--- config.mk ---
export PLATFORM = sky130hd
export DESIGN_NAME = spi_sclk_gen_flat
export DESIGN_NICKNAME = d
export VERILOG_FILES = /design/src/rtl/spi_sclk_gen_if.sv /design/src/rtl/spi_sclk_gen.sv /design/src/flat_wrapper.sv
export SDC_FILE = /design/constraint.sdc
export NUM_CORES = 1
export LEC_CHECK = 0
export CAP_MARGIN = 40
export CORE_UTILIZATION = 44
export CTS_CLUSTER_DIAMETER = 50
export DETAILED_ROUTE_END_ITERATION = 12
export GPL_ROUTABILITY_DRIVEN = 0
export PLACE_DENSITY = 0.66
export SETUP_SLACK_MARGIN = 0.02
export SLEW_MARGIN = 20
export SYNTH_ARGS = -nofsm -noshare
export SYNTH_HDL_FRONTEND = slang
export SYNTH_SLANG_ARGS = --single-unit
--- constraint.sdc ---
create_clock -name i_clk -period 2.65 [get_ports i_clk]
set_input_delay 0.53 -clock i_clk [delete_from_list [all_inputs] [get_ports i_clk]]
set_output_delay 0.53 -clock i_clk [all_outputs]
set_load 0.005 [all_outputs]
--- src/rtl/spi_sclk_gen_if.sv ---
// rtl/spi_sclk_gen_if.sv - config, start/abort and SCLK/strobe bundle between controller and SCLK generator
interface spi_sclk_gen_if #(
  parameter int DIV_W = 8,
  parameter int LEN_W = 6
);
  logic             i_cfg_we;
  logic [DIV_W-1:0] i_cfg_div;
  logic [LEN_W-1:0] i_cfg_len;
  logic             i_cfg_cpol;
  logic             i_cfg_cpha;
  logic             i_start_n;
  logic             i_abort;
  logic             o_ready;
  logic             o_clk;
  logic             o_sample;
  logic             o_shift;

  // Controller side: programs the generator and consumes SCLK plus strobes
  modport master (
    output i_cfg_we, i_cfg_div, i_cfg_len, i_cfg_cpol, i_cfg_cpha, i_start_n, i_abort,
    input  o_ready, o_clk, o_sample, o_shift
  );

  // Generator side
  modport slave (
    input  i_cfg_we, i_cfg_div, i_cfg_len, i_cfg_cpol, i_cfg_cpha, i_start_n, i_abort,
    output o_ready, o_clk, o_sample, o_shift
  );
endinterface

--- src/rtl/spi_sclk_gen.sv ---
// rtl/spi_sclk_gen.sv - programmable SPI SCLK generator with CPOL/CPHA, burst length, strobes and abort
module spi_sclk_gen #(
  parameter int DIV_W = 8,
  parameter int LEN_W = 6
) (
  input logic          i_clk,
  input logic          i_rst_n,
  spi_sclk_gen_if.slave bus
);

  typedef enum logic {
    ST_IDLE,
    ST_RUN
  } state_t;

  state_t           state;
  logic [DIV_W-1:0] div_q;     // effective divisor, always even and >= 2
  logic [LEN_W-1:0] len_q;
  logic             cpol_q;
  logic             cpha_q;
  logic [DIV_W-2:0] half_cnt;  // i_clk cycles spent in the current SCLK half period
  logic [LEN_W:0]   edge_cnt;  // SCLK edges already produced in this burst
  logic             ready_q;
  logic             clk_q;
  logic             sample_q;
  logic             shift_q;

  logic [DIV_W-1:0] div_in;
  logic [DIV_W-1:0] half_m1;
  logic [LEN_W:0]   edge_nxt;
  logic [LEN_W:0]   edge_last;
  logic             half_done;
  logic             leading;
  logic             start_ok;

  // Incoming divisor: drop the LSB so both SCLK halves are equal, and clamp to the fastest legal rate
  always_comb begin
    div_in = bus.i_cfg_div & ~DIV_W'(1);
    if (div_in < DIV_W'(2)) begin
      div_in = DIV_W'(2);
    end
  end

  assign half_m1   = (div_q >> 1) - DIV_W'(1);
  assign half_done = ({1'b0, half_cnt} == half_m1);
  assign edge_nxt  = edge_cnt + (LEN_W+1)'(1);
  assign edge_last = {len_q, 1'b0};
  // The edge about to be produced is odd-numbered (leading) when the count so far is even
  assign leading   = ~edge_cnt[0];
  // A config write in the same cycle wins over start; a zero-length burst never starts
  assign start_ok  = !bus.i_start_n && !bus.i_cfg_we && !bus.i_abort && (len_q != '0);

  // Burst sequencer: config capture, half-period timing, edge counting and registered strobes
  always_ff @(posedge i_clk or negedge i_rst_n) begin
    if (!i_rst_n) begin
      state    <= ST_IDLE;
      div_q    <= DIV_W'(2);
      len_q    <= LEN_W'(8);
      cpol_q   <= 1'b0;
      cpha_q   <= 1'b0;
      half_cnt <= '0;
      edge_cnt <= '0;
      ready_q  <= 1'b1;
      clk_q    <= 1'b0;
      sample_q <= 1'b0;
      shift_q  <= 1'b0;
    end else begin
      sample_q <= 1'b0;
      shift_q  <= 1'b0;
      case (state)
        ST_IDLE: begin
          if (bus.i_cfg_we) begin
            div_q  <= div_in;
            len_q  <= bus.i_cfg_len;
            cpol_q <= bus.i_cfg_cpol;
            cpha_q <= bus.i_cfg_cpha;
            clk_q  <= bus.i_cfg_cpol;
          end else if (start_ok) begin
            state    <= ST_RUN;
            ready_q  <= 1'b0;
            clk_q    <= cpol_q;
            half_cnt <= '0;
            edge_cnt <= '0;
          end
        end
        ST_RUN: begin
          if (bus.i_abort) begin
            state    <= ST_IDLE;
            ready_q  <= 1'b1;
            clk_q    <= cpol_q;
            half_cnt <= '0;
            edge_cnt <= '0;
          end else if (half_done) begin
            clk_q    <= ~clk_q;
            half_cnt <= '0;
            edge_cnt <= edge_nxt;
            // cpha=0 samples on leading edges, cpha=1 on trailing edges; shift takes the other one
            sample_q <= leading ^ cpha_q;
            shift_q  <= ~(leading ^ cpha_q);
            if (edge_nxt == edge_last) begin
              // An even number of toggles leaves SCLK back at its idle level
              state    <= ST_IDLE;
              ready_q  <= 1'b1;
              edge_cnt <= '0;
            end
          end else begin
            half_cnt <= half_cnt + (DIV_W-1)'(1);
          end
        end
      endcase
    end
  end

  assign bus.o_ready  = ready_q;
  assign bus.o_clk    = clk_q;
  assign bus.o_sample = sample_q;
  assign bus.o_shift  = shift_q;

endmodule

--- src/flat_wrapper.sv ---
// flat-port wrapper written by rule: the top's interface ports become plain ports
module spi_sclk_gen_flat 
#(
  parameter int DIV_W = 8,
  parameter int LEN_W = 6
)
  (i_clk, i_rst_n, bus_i_cfg_we, bus_i_cfg_div, bus_i_cfg_len, bus_i_cfg_cpol, bus_i_cfg_cpha, bus_i_start_n, bus_i_abort, bus_o_ready, bus_o_clk, bus_o_sample, bus_o_shift);
  spi_sclk_gen_if #(.DIV_W(DIV_W), .LEN_W(LEN_W)) bus_i ();
  input logic i_clk;
  input logic i_rst_n;
  input wire logic [$bits(bus_i.i_cfg_we)-1:0] bus_i_cfg_we;
  input wire logic [$bits(bus_i.i_cfg_div)-1:0] bus_i_cfg_div;
  input wire logic [$bits(bus_i.i_cfg_len)-1:0] bus_i_cfg_len;
  input wire logic [$bits(bus_i.i_cfg_cpol)-1:0] bus_i_cfg_cpol;
  input wire logic [$bits(bus_i.i_cfg_cpha)-1:0] bus_i_cfg_cpha;
  input wire logic [$bits(bus_i.i_start_n)-1:0] bus_i_start_n;
  input wire logic [$bits(bus_i.i_abort)-1:0] bus_i_abort;
  output wire logic [$bits(bus_i.o_ready)-1:0] bus_o_ready;
  output wire logic [$bits(bus_i.o_clk)-1:0] bus_o_clk;
  output wire logic [$bits(bus_i.o_sample)-1:0] bus_o_sample;
  output wire logic [$bits(bus_i.o_shift)-1:0] bus_o_shift;
  assign bus_i.i_cfg_we = bus_i_cfg_we;
  assign bus_i.i_cfg_div = bus_i_cfg_div;
  assign bus_i.i_cfg_len = bus_i_cfg_len;
  assign bus_i.i_cfg_cpol = bus_i_cfg_cpol;
  assign bus_i.i_cfg_cpha = bus_i_cfg_cpha;
  assign bus_i.i_start_n = bus_i_start_n;
  assign bus_i.i_abort = bus_i_abort;
  assign bus_o_ready = bus_i.o_ready;
  assign bus_o_clk = bus_i.o_clk;
  assign bus_o_sample = bus_i.o_sample;
  assign bus_o_shift = bus_i.o_shift;
  spi_sclk_gen #(.DIV_W(DIV_W), .LEN_W(LEN_W)) u_core (.i_clk(i_clk), .i_rst_n(i_rst_n), .bus(bus_i));
endmodule
Figure 1. Nets reached from selected ports (run 1).
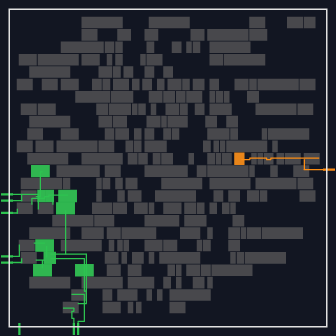
legend:
  orange:
    port: `bus_i_start_n`
    direction: input
    end_cells: 1
    buffers: 1
    wire: 24.6 um
  green:
    port: `bus_i_cfg_div`
    direction: input
    end_cells: 9
    buffers: 7
    wire: 111 um

Figure 2. Sizing map (run 1).
Scale bar: 20 um.
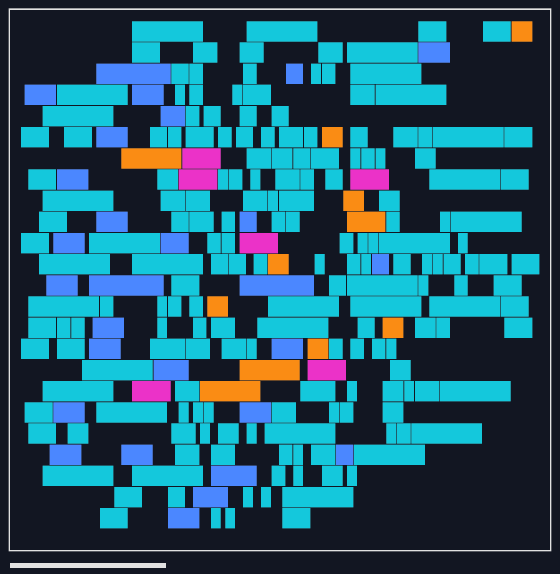
legend:
  magenta:
    size: drive 6 and up
    cells: 6
    share: 2.6%
  blue:
    size: drive 2
    cells: 28
    share: 12%
  orange:
    size: drive 3 to 4
    cells: 11
    share: 4.8%
  cyan:
    size: drive 1 or less
    cells: 186
    share: 81%

Figure 3. Wiring by layer (run 1).
Scale bar: 20 um.
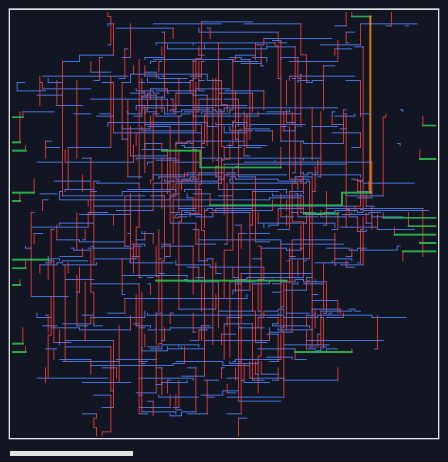
legend:
  orange:
    layer: met4
    wire_length: 28.6 um
  green:
    layer: met3
    wire_length: 143 um
  blue:
    layer: met1
    wire_length: 2070 um
  red:
    layer: met2
    wire_length: 1800 um

## run 1: power by group
group / internal [mW] / leakage, nW / switching (mW)
clock: 0.206 / 0.0443 / 0.182
sequential: 0.648 / 0.430 / 0.137
combinational: 0.321 / 0.509 / 0.297
## run 1: final timing paths
| check | depth (start not counted) | slack (ps) | endpoint | startpoint |
|---|---|---|---|---|
| worst max-delay path | 9 | 230 | u_core.edge_cnt[3]$_DFFE_PN0P_ | u_core.div_q[1]$_DFFE_PN1P_ |
| worst min-delay path | 2 | 480 | u_core.cpol_q$_DFFE_PN0P_ | u_core.cpol_q$_DFFE_PN0P_ |
| worst max register to register | 9 | 230 | u_core.edge_cnt[3]$_DFFE_PN0P_ | u_core.div_q[1]$_DFFE_PN1P_ |
| worst min register to register | 2 | 480 | u_core.cpol_q$_DFFE_PN0P_ | u_core.cpol_q$_DFFE_PN0P_ |
| max in group asynchronous | 2 | 1660 | u_core.div_q[1]$_DFFE_PN1P_ | i_rst_n |
| min in group asynchronous | 2 | 650 | u_core.edge_cnt[3]$_DFFE_PN0P_ | i_rst_n |
## run 1: timing repair
action                                 in CTS  in global routing
hold buffers                                0                  0
setup endpoints to repair                   0                  6
endpoints found under the hold margin       0                  0
gates resized                               0                  1
## run 1: critical path, delay by kind of cell, from the launching register on
| kind | cells | cell delay [ps] |
|---|---|---|
| xor+xnor | 1 | 220 |
| buf+inv | 2 | 270 |
| compound gates | 3 | 760 |
| simple gates | 1 | 230 |
| flops | 1 | 560 |
| mux | 1 | 100 |
| fa+ha+maj | 1 | 210 |
## run 1: cell families after synthesis
kind of cell	after synthesis	share of synthesized area [%]
and+or+nand+nor	73	20.66
xor gates and xnor gates	12	5.260
DFF	34	42.77
adders and majority gates	3	1.879
muxes	18	10.02
buffers and inverters	10	2.379
AOI/OAI and AO/OA	48	17.03
## run 1: metal layers
layer,global-route usage (%),wire length [um],vias to the layer above
met4,5.669,28,0
li1,-,-,791
met3,4.797,142,2
met2,26.86,1795,29
met5,0,0,-
met1,25.75,2068,751
## run 1: per-stage QoR
step | hold slack (ps) | utilization, % | worst slack (ps)
detailed placement | 471.0 | 53.30 | 143.8
global placement | 462.5 | 53.30 | 174.9
floorplan | 234.4 | - | 351.3
global route | 523.4 | 55.49 | 28.51
CTS | 488.1 | 55.29 | 134.7
finish | 483.7 | 55.49 | 234.9
## run 1: final cells by class
class                   count  area [um2]  share of cell area, %
well taps                  52       65.06                  2.693
repair buffers             30       282.8                  11.70
inverters                   6       22.52                 0.9322
multi-input cells         154        1105                  45.73
flip-flops and latches     34       854.6                  35.37
clock buffers               7       86.33                  3.573
## run 1: flip-flops by register name, indices dropped and copies added, names as in the netlist
register	count
u_core.div_q	7
u_core.edge_cnt	7
u_core.half_cnt	7
u_core.len_q	6
u_core.bus.o_clk	1
u_core.bus.o_ready	1
u_core.bus.o_sample	1
u_core.bus.o_shift	1
u_core.cpha_q	1
u_core.cpol_q	1
u_core.state	1
==> metrics.sh, run 1 <==
TOTAL_LEAKAGE_POWER_nW=0.9836
AREAGROWTHSYNTHTOFINISH_PCT=20.91
MAX_CAP_VIOLS=0
FLOORPLAN.DIE.WIDTH_UM=69.39
CLOCK-ROOT-BUFFER='clkbuf_8'
I_O_PIN_CNT=25
MAX-VDD-IR-DROP_V=0.0004549
VIAS_PER_CELL=5.558
POST_CTS.REPAIR.SETUP_BUFFERS=0
NUMBER_OF_ENABLE_FLIP_FLOP_CELLS=0
FINAL_ANTENNA_NET_COUNT=0
NET_COUNT_AFTER_SYNTHESIS=222
CLOCK-SKEW-FINAL_PS=5.692
SYNTH_AREA_UM2=1998
NATURE_OF_THE_CRITICAL_PATH_STARTPOINT='register'
GRTUSAGETOTAL_PCT=18.10
TOTAL_CTS_BUFFERS=5
DETAIL_ROUTE.FIRST_PASS.ITERATIONS=8
WORSTSETUPPATHTYPE='reg2reg'
DRIVE_ABOVE_1_SHARE_PCT=19.48
HOLDCRITPATHCLASS='reg2reg'
SYNTHFLOPTYPE='dfrtp_1'
MOSTFREQUENTLAYOUTCELL='dfrtp_1'
CRIT_PATH_MAX_INCR_DELAY_PS=560
TOTAL_DRC_ERRORS_IN_THE_ROUTED_LAYOUT=1
DIEHEIGHT_UM=69.39
CLOCK_SINK_TOTAL=34
NUM_ROWS=24
ASYNCSETRESETFLOPFRACSYNTH_PCT=100.0
YOSYS.CELL_COUNT.TOP_TYPE='dfrtp_1'
AVGROUTEDWIREPERCELL_UM=14.26
INITIAL_CORE_UTIL_PCT=45.89
YOSYS_CELL_COUNT=198
CLOCK_TREE.BUFFER_DEPTH=2
GRT_PASS1_WL_UM=6865
CLK_TRANSITION_REPORTED_PATHS_PS=70
YOSYS.STAT.SEQSHARE_PCT=42.77
GLOBAL_ROUTE.OVERFLOW_TOTAL=0
MAX_FREQ_MHz=414.1
PERIOD_USED_PCT=91.14
SLEW_VIOLATIONS=0
DESIGN.FINAL.NETS=255
WORST_SETUP_PATH_END_KIND='register'
VIOLATIONS='DRC'
NETLIST_INSTANCES=198
OPENROAD_WARNING_COUNT=27
FINAL_CELL_MIX='dfrtp_1, clkdlybuf4s50_1, nand2_1, o21ai_0, mux2_2'
WORST_PIN_SLEW_PS=720.3
NUM_ANTENNA_CELLS=0
POWER_mW=1.791
OUTCOME='finished with violations'
YOSYS-TOP-CELLS-COUNT='dfrtp_1, nand2_1, o21ai_0'
CP_DATA_REQUIRED_TIME_PS=2870
RSZ0062_AT_GRT='no'
INSERTION_DELAY_PS=280
CRIT_PATH_TOP_DELAY_CELL='dfstp_2'
PLACED_CELLS=276
--- run 2 (diff from run 1) ---
clock period = 2.3 ns   (was 2.65 ns; I/O delays follow)
Figure 4. Sizing map (run 2).
Scale bar: 20 um.
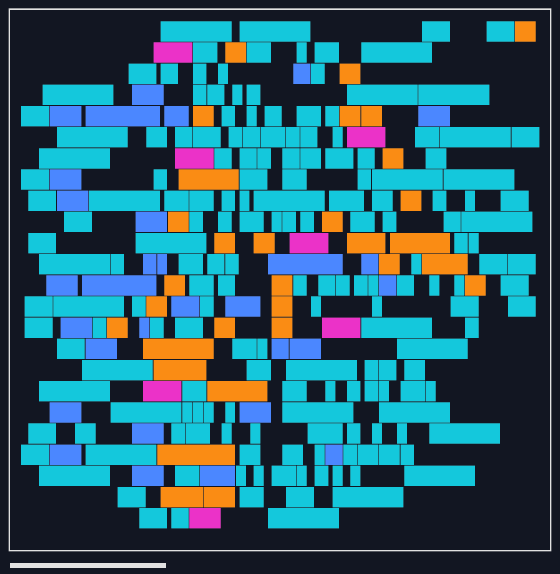
legend:
  cyan:
    size: drive 1 or less
    cells: 179
    share: 72%
  blue:
    size: drive 2
    cells: 30
    share: 12%
  orange:
    size: drive 3 to 4
    cells: 31
    share: 13%
  magenta:
    size: drive 6 and up
    cells: 7
    share: 2.8%

Figure 5. Nets reached from selected ports (run 2).
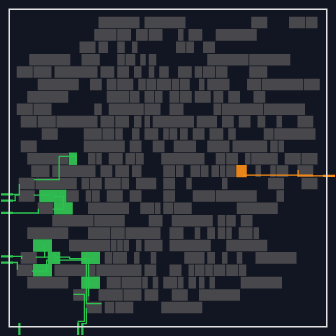
legend:
  green:
    port: `bus_i_cfg_div`
    direction: input
    end_cells: 9
    buffers: 7
    wire: 109 um
  orange:
    port: `bus_i_start_n`
    direction: input
    end_cells: 1
    buffers: 1
    wire: 22.1 um

Figure 6. Clock routing (run 2).
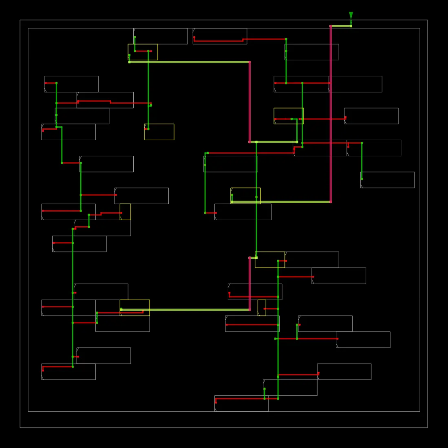
worst clock skew: 7.180 ps
clock sink total: 34
final-layout clock buffer total: 7
total CTS buffers: 5
Insertion Delay late pin: 290 ps

==> metrics.sh, run 2 <==
SYNTHFLOPTYPE='dfrtp_1'
CTS.HOLD.BUFFERS_ADDED=0  # unchanged
WORST_PIN_SLEW_PS=555.3  # -164.9 ps
MAX_FREQ_MHz=436.0  # +5.3%
MAX-VDD-IR-DROP_V=0.0004973  # +9.3%
OPENROAD_WARNING_COUNT=29  # +7.4%
SYNTH_AREA_UM2=1998  # unchanged
YOSYS-TOP-CELLS-COUNT='dfrtp_1, nand2_1, o21ai_0'
PERIOD_USED_PCT=99.72  # +8.6 points
MAXIMUM_NUMBER_OF_PINS_ON_ONE_NET_BEFORE_GLOBAL_ROUTE_REPAIR=35
FINAL_CELL_MIX='dfrtp_1, clkdlybuf4s50_1, buf_4, nand2_1, mux2_2'
HOLDPATHSTAGES=2  # unchanged
NET_COUNT_AFTER_SYNTHESIS=222  # unchanged
ROUTED_WL_UM=4268
GRT_PASS1_WL_UM=7217  # +5.1%
WORSTPATHMAXFANOUT=6
MOSTFREQUENTLAYOUTCELL='dfrtp_1'
R2R_CELLS=10  # +1
CP_DATA_REQUIRED_TIME_PS=2480  # -390 ps
NUMBER_OF_ENABLE_FLIP_FLOP_CELLS=0  # unchanged
PLACED_CELLS=288  # +4.3%
BIGGESTREGSBYFLOPS='u_core.div_q (7), u_core.edge_cnt (7), u_core.half_cnt (7)'
NUM_ANTENNA_CELLS=0  # unchanged
FINAL.HOLD.WORST_SLACK_PS=485.9  # +2.153 ps
MAX_CAP_VIOLS=0  # unchanged
WORST_SETUP_PATH_END_KIND='register'
DRIVE_ABOVE_1_SHARE_PCT=27.53  # +8.0 points
YOSYS-TOP-CELLS-AREA='dfrtp_1, mux2_2, o21ai_0'
NATURE_OF_THE_CRITICAL_PATH_STARTPOINT='register'
HOLD_VIOL_FINAL=0
GLOBAL_ROUTE.OVERFLOW_TOTAL=0  # unchanged
YOSYS.STAT.SEQSHARE_PCT=42.77  # unchanged
FINALCRITICALPERIOD_PS=2294
DIEHEIGHT_UM=69.39  # unchanged
NETLIST_INSTANCES=198  # unchanged
AVGROUTEDWIREPERCELL_UM=14.27  # +0.11%
YOSYS.CELL_COUNT.TOP_TYPE='dfrtp_1'
FINAL_ANTENNA_NET_COUNT=0  # unchanged
VIAS_PER_CELL=5.485  # -1.3%
FLOORPLAN.DIE_AREA_UM2=4815
TOTAL_LEAKAGE_POWER_nW=1.093  # +11%
CLOCK-ROOT-BUFFER='clkbuf_8'
DETAIL_ROUTE.FIRST_PASS.ITERATIONS=4  # -4
NUM_ROWS=24  # unchanged
SLEW_VIOLATIONS=0  # unchanged
RSZ0062_AT_GRT='yes'
TOTAL_DRC_ERRORS_IN_THE_ROUTED_LAYOUT=0  # -1
INITIAL_CORE_UTIL_PCT=45.89  # unchanged
SYN_AVG_CELL_AREA_UM2=10.09
AREAGROWTHSYNTHTOFINISH_PCT=29.99
ASYNCSETRESETFLOPFRACSYNTH_PCT=100.0  # unchanged
WORSTSETUPPATHTYPE='reg2reg'
HOLDCRITPATHCLASS='reg2reg'
DESIGN.FINAL.NETS=270  # +5.9%
CLK_TRANSITION_REPORTED_PATHS_PS=70  # about the same
FLOORPLAN.DIE.WIDTH_UM=69.39  # unchanged
YOSYS_CELL_COUNT=198  # unchanged
CRIT_PATH_TOP_DELAY_CELL='o41ai_4'
GRTUSAGETOTAL_PCT=19.07  # +0.97 points
CLOCK_TREE.BUFFER_DEPTH=2  # unchanged
OUTCOME='completed'
I_O_PIN_CNT=25  # unchanged
FILLERINSTANCES=383
CRIT_PATH_MAX_INCR_DELAY_PS=450  # -110 ps
-- run 2: stage by stage --
| step | setup slack, ps | util [%] | setup TNS, ps | power [mW] |
|---|---|---|---|---|
| after floorplan | 47.78 | - | 0 | 1.391 |
| after CTS | 13.33 | 58.42 | 0 | 2.181 |
| after global placement | 59.66 | 55.37 | 0 | 1.644 |
| final | 6.331 | 59.66 | 0 | 2.226 |
| after global routing | -79.77 | 59.66 | -739.8 | 2.368 |
| after detailed placement | 6.894 | 55.37 | 0 | 1.663 |
-- run 2: cell type report --
type | count | area (um2) | share of cell area, %
clock buffers | 7 | 86.33 | 3.324
clock inverters | 1 | 5.005 | 0.1927
inverters | 6 | 22.52 | 0.8671
multi-input cells | 154 | 1165 | 44.85
flip-flops and latches | 34 | 854.6 | 32.90
well taps | 52 | 65.06 | 2.505
repair buffers | 45 | 399.1 | 15.37
-- run 2: report_power, final --
group	internal (mW)	switching, mW
Clock	0.241	0.218
Combinational	0.465	0.388
Sequential	0.746	0.168
Total	1.45	0.774
-- run 2: kinds of logic (layout without fill, tap and decap cells) --
group	count (synthesis)	count (layout)	share of synthesized area (%)
multiplexers	18	18	10.02
buffers and inverters	10	59	2.379
flip-flops	34	34	42.77
adder cells (fa/ha/maj)	3	3	1.879
AND/OR/NAND/NOR	73	73	20.66
AND-OR/OR-AND	48	48	17.03
XOR/XNOR	12	12	5.260
-- run 2: critical path, delay by kind of cell, from the launching register on --
kind            cells  cell delay, ps
compound gates      3             830
simple gates        3             450
buf+inv             3             400
flops               1             390
fa+ha+maj           1             130
-- run 2: path summary, 6_finish.rpt --
path	start	end	slack (ps)
worst max-delay path	u_core.div_q[2]$_DFFE_PN0P_	u_core.edge_cnt[2]$_DFFE_PN0P_	6
worst min-delay path	u_core.cpol_q$_DFFE_PN0P_	u_core.cpol_q$_DFFE_PN0P_	490
worst max register to register	u_core.div_q[2]$_DFFE_PN0P_	u_core.edge_cnt[2]$_DFFE_PN0P_	6
worst min register to register	u_core.cpol_q$_DFFE_PN0P_	u_core.cpol_q$_DFFE_PN0P_	490
max in group asynchronous	i_rst_n	u_core.div_q[1]$_DFFE_PN1P_	1380
min in group asynchronous	i_rst_n	u_core.cpha_q$_DFFE_PN0P_	570
-- run 2: timing repair --
| action | 4_1_cts | 5_1_grt |
|---|---|---|
| pin swaps | 3 | 10 |
| gates resized | 7 | 13 |
| endpoints found under the setup margin | 2 | 16 |
| setup buffers | 1 | 2 |
-- run 2: routing by layer --
metal	vias up	share of wire (%)	wire length (um)	GRT usage (%)
li1	820	-	-	-
met1	783	49	2075	26.60
met2	29	46	1954	28.16
met3	8	4.0	172	4.651
met4	0	1.5	66	8.163
met5	-	0	0	0
--- run 3 (diff from run 2) ---
ABC_CLOCK_PERIOD_IN_PS = 2950   (was unset)
clock period = 2.95 ns   (was 2.3 ns; I/O delays follow)
==> metrics.sh, run 3 <==
INTPOWER_mW=1.041  # -28%
CTS_RESIZED=0  # -7
FLOORPLAN.DIE.WIDTH_UM=69.39  # unchanged
WORSTSETUPPATHTYPE='reg2reg'
RSZ0062_AT_GRT='no'
FLOORPLAN.DIE_AREA_UM2=4815  # unchanged
VIOLATIONS='DRC'
VIAS_PER_CELL=5.470  # -0.28%
WORST_SETUP_PATH_END_KIND='register'
TOTAL_DRC_ERRORS_IN_THE_ROUTED_LAYOUT=1  # +1
OPENROAD_WARNING_COUNT=27  # -6.9%
SYNTHFLOPTYPE='dfrtp_1'
CRIT_PATH_MAX_INCR_DELAY_PS=410  # -40 ps
WORSTPATHMAXFANOUT=14  # +8
OUTCOME='finished with violations'
MAX-VDD-IR-DROP_V=0.0003702  # -26%
PLACED_CELLS=271  # -5.9%
POWER_FRAC_SEQ_PCT=44.5  # +3.4 points
GRTUSAGETOTAL_PCT=17.84  # -1.2 points
DESIGN.FINAL.NETS=250  # -7.4%
DETAIL_ROUTE.FIRST_PASS.ITERATIONS=8  # +4
CLOCK_TREE.BUFFER_DEPTH=2  # unchanged
WORST_PIN_SLEW_PS=701.9  # +146.5 ps
AREAGROWTHSYNTHTOFINISH_PCT=18.85
YOSYS-TOP-CELLS-COUNT='dfrtp_1, nand2_1, o21ai_0'
COMBPWRFRAC_PCT=33.3  # -5.0 points
NET_COUNT_AFTER_SYNTHESIS=222  # unchanged
POST_CTS.REPAIR.SETUP_BUFFERS=0  # -1
BIGGESTREGSBYFLOPS='u_core.div_q (7), u_core.edge_cnt (7), u_core.half_cnt (7)'
GRT_USE_MET2_PCT=25.67  # -2.5 points
CRIT_PATH_TOP_DELAY_CELL='dfrtp_1'
ROUTED_WL_UM=3883  # -9.0%
POWER_mW=1.581  # -29%
TOTALNEGATIVESETUPSLACK_PS=0  # unchanged
DRIVE_ABOVE_1_SHARE_PCT=18.06  # -9.5 points
-- run 3: cell counts after synthesis --
Identical to the previous run, type by type.
-- run 3: layout make-up --
class / instances / area, um2
multi-input cells: 154 / 1096
flip-flops and latches: 34 / 854.6
fillers: 395 / 1979
inverters: 6 / 22.52
repair buffers: 25 / 245.2
clock inverters: 1 / 5.005
clock buffers: 7 / 86.33
well taps: 52 / 65.06
-- run 3: worst reg2reg max path: cells and delay by family, from the launching register on --
| kind | cells | cell delay [ps] |
|---|---|---|
| compound gates | 5 | 860 |
| simple gates | 1 | 290 |
| buf+inv | 2 | 330 |
| flops | 1 | 410 |
| mux | 1 | 380 |
| fa+ha+maj | 1 | 180 |
-- run 3: layer usage --
| metal | share of wire (%) | up-vias | routed length [um] |
|---|---|---|---|
| met4 | 0.54 | 0 | 21 |
| met3 | 4.0 | 2 | 157 |
| met2 | 44 | 31 | 1697 |
| met1 | 52 | 712 | 2007 |
| li1 | - | 781 | - |
| met5 | 0 | - | 0 |
-- run 3: cell families after synthesis --
kind of cell | share of synthesized area [%]
flip-flops | 42.77
AND-OR/OR-AND | 17.03
XOR/XNOR | 5.260
buffers and inverters | 2.379
adder cells (fa/ha/maj) | 1.879
multiplexers | 10.02
AND/OR/NAND/NOR | 20.66
-- run 3: final timing paths --
| check | from | depth (start not counted) | endpoint | slack [ps] |
|---|---|---|---|---|
| setup / recovery | u_core.div_q[2]$_DFFE_PN0P_ | 10 | u_core.half_cnt[5]$_DFFE_PN0P_ | 440 |
| hold / removal | u_core.cpol_q$_DFFE_PN0P_ | 2 | u_core.cpol_q$_DFFE_PN0P_ | 480 |
| setup reg to reg | u_core.div_q[2]$_DFFE_PN0P_ | 10 | u_core.half_cnt[5]$_DFFE_PN0P_ | 440 |
| hold reg to reg | u_core.cpol_q$_DFFE_PN0P_ | 2 | u_core.cpol_q$_DFFE_PN0P_ | 480 |
| max in group asynchronous | i_rst_n | 2 | u_core.div_q[1]$_DFFE_PN1P_ | 1890 |
| min in group asynchronous | i_rst_n | 2 | u_core.cpha_q$_DFFE_PN0P_ | 720 |
-- run 3: power groups by stage --
stage          logic, mW  registers [mW]  clock network [mW]
6_report           0.526           0.704               0.351
5_1_grt            0.586           0.729               0.384
4_1_cts            0.533           0.705               0.361
3_5_place_dp       0.528           0.713                   0
3_3_place_gp       0.519           0.710                   0
2_1_floorplan      0.404           0.680                   0
-- run 3: through the flow --
step	setup WS (ps)	hold slack [ps]
2_1_floorplan	651.3	294.4
3_3_place_gp	475.4	463.3
3_5_place_dp	415.4	465.5
4_1_cts	402.7	483.0
5_1_grt	176.3	508.1
6_report	439.1	477.8
Figure 7. Sequential cells colored by netlist name (run 3).
Scale bar: 20 um.
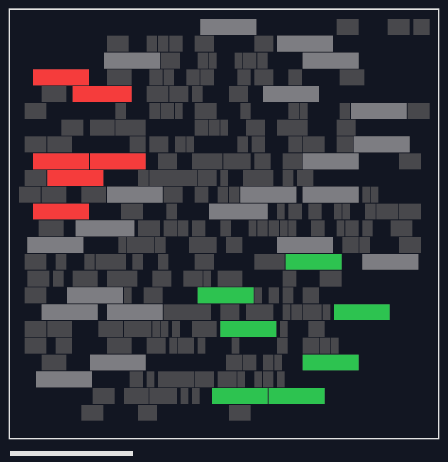
legend:
  green:
    netlist_name: `u_core.half_cnt`
    sequential_cells: 7
  red:
    netlist_name: `u_core.len_q`
    sequential_cells: 6

Figure 8. Wiring by layer (run 3).
Scale bar: 20 um.
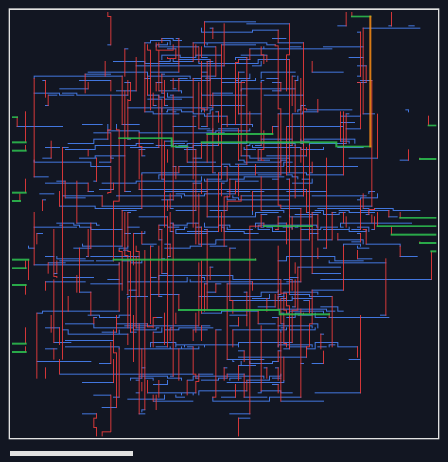
legend:
  orange:
    layer: met4
    wire_length: 21.1 um
  blue:
    layer: met1
    wire_length: 2010 um
  red:
    layer: met2
    wire_length: 1700 um
  green:
    layer: met3
    wire_length: 158 um

Figure 9. Clock routing (run 3).
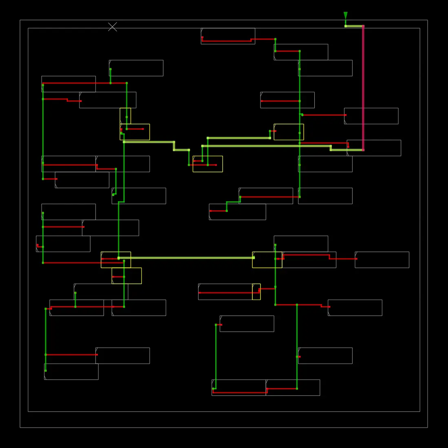
worst clock skew: 6.458 ps
Insertion Delay late pin: 280 ps
layout sequential cell count: 34
clock group power: 0.351 mW

No activity file was given, so power comes from the tool's default toggle rates.
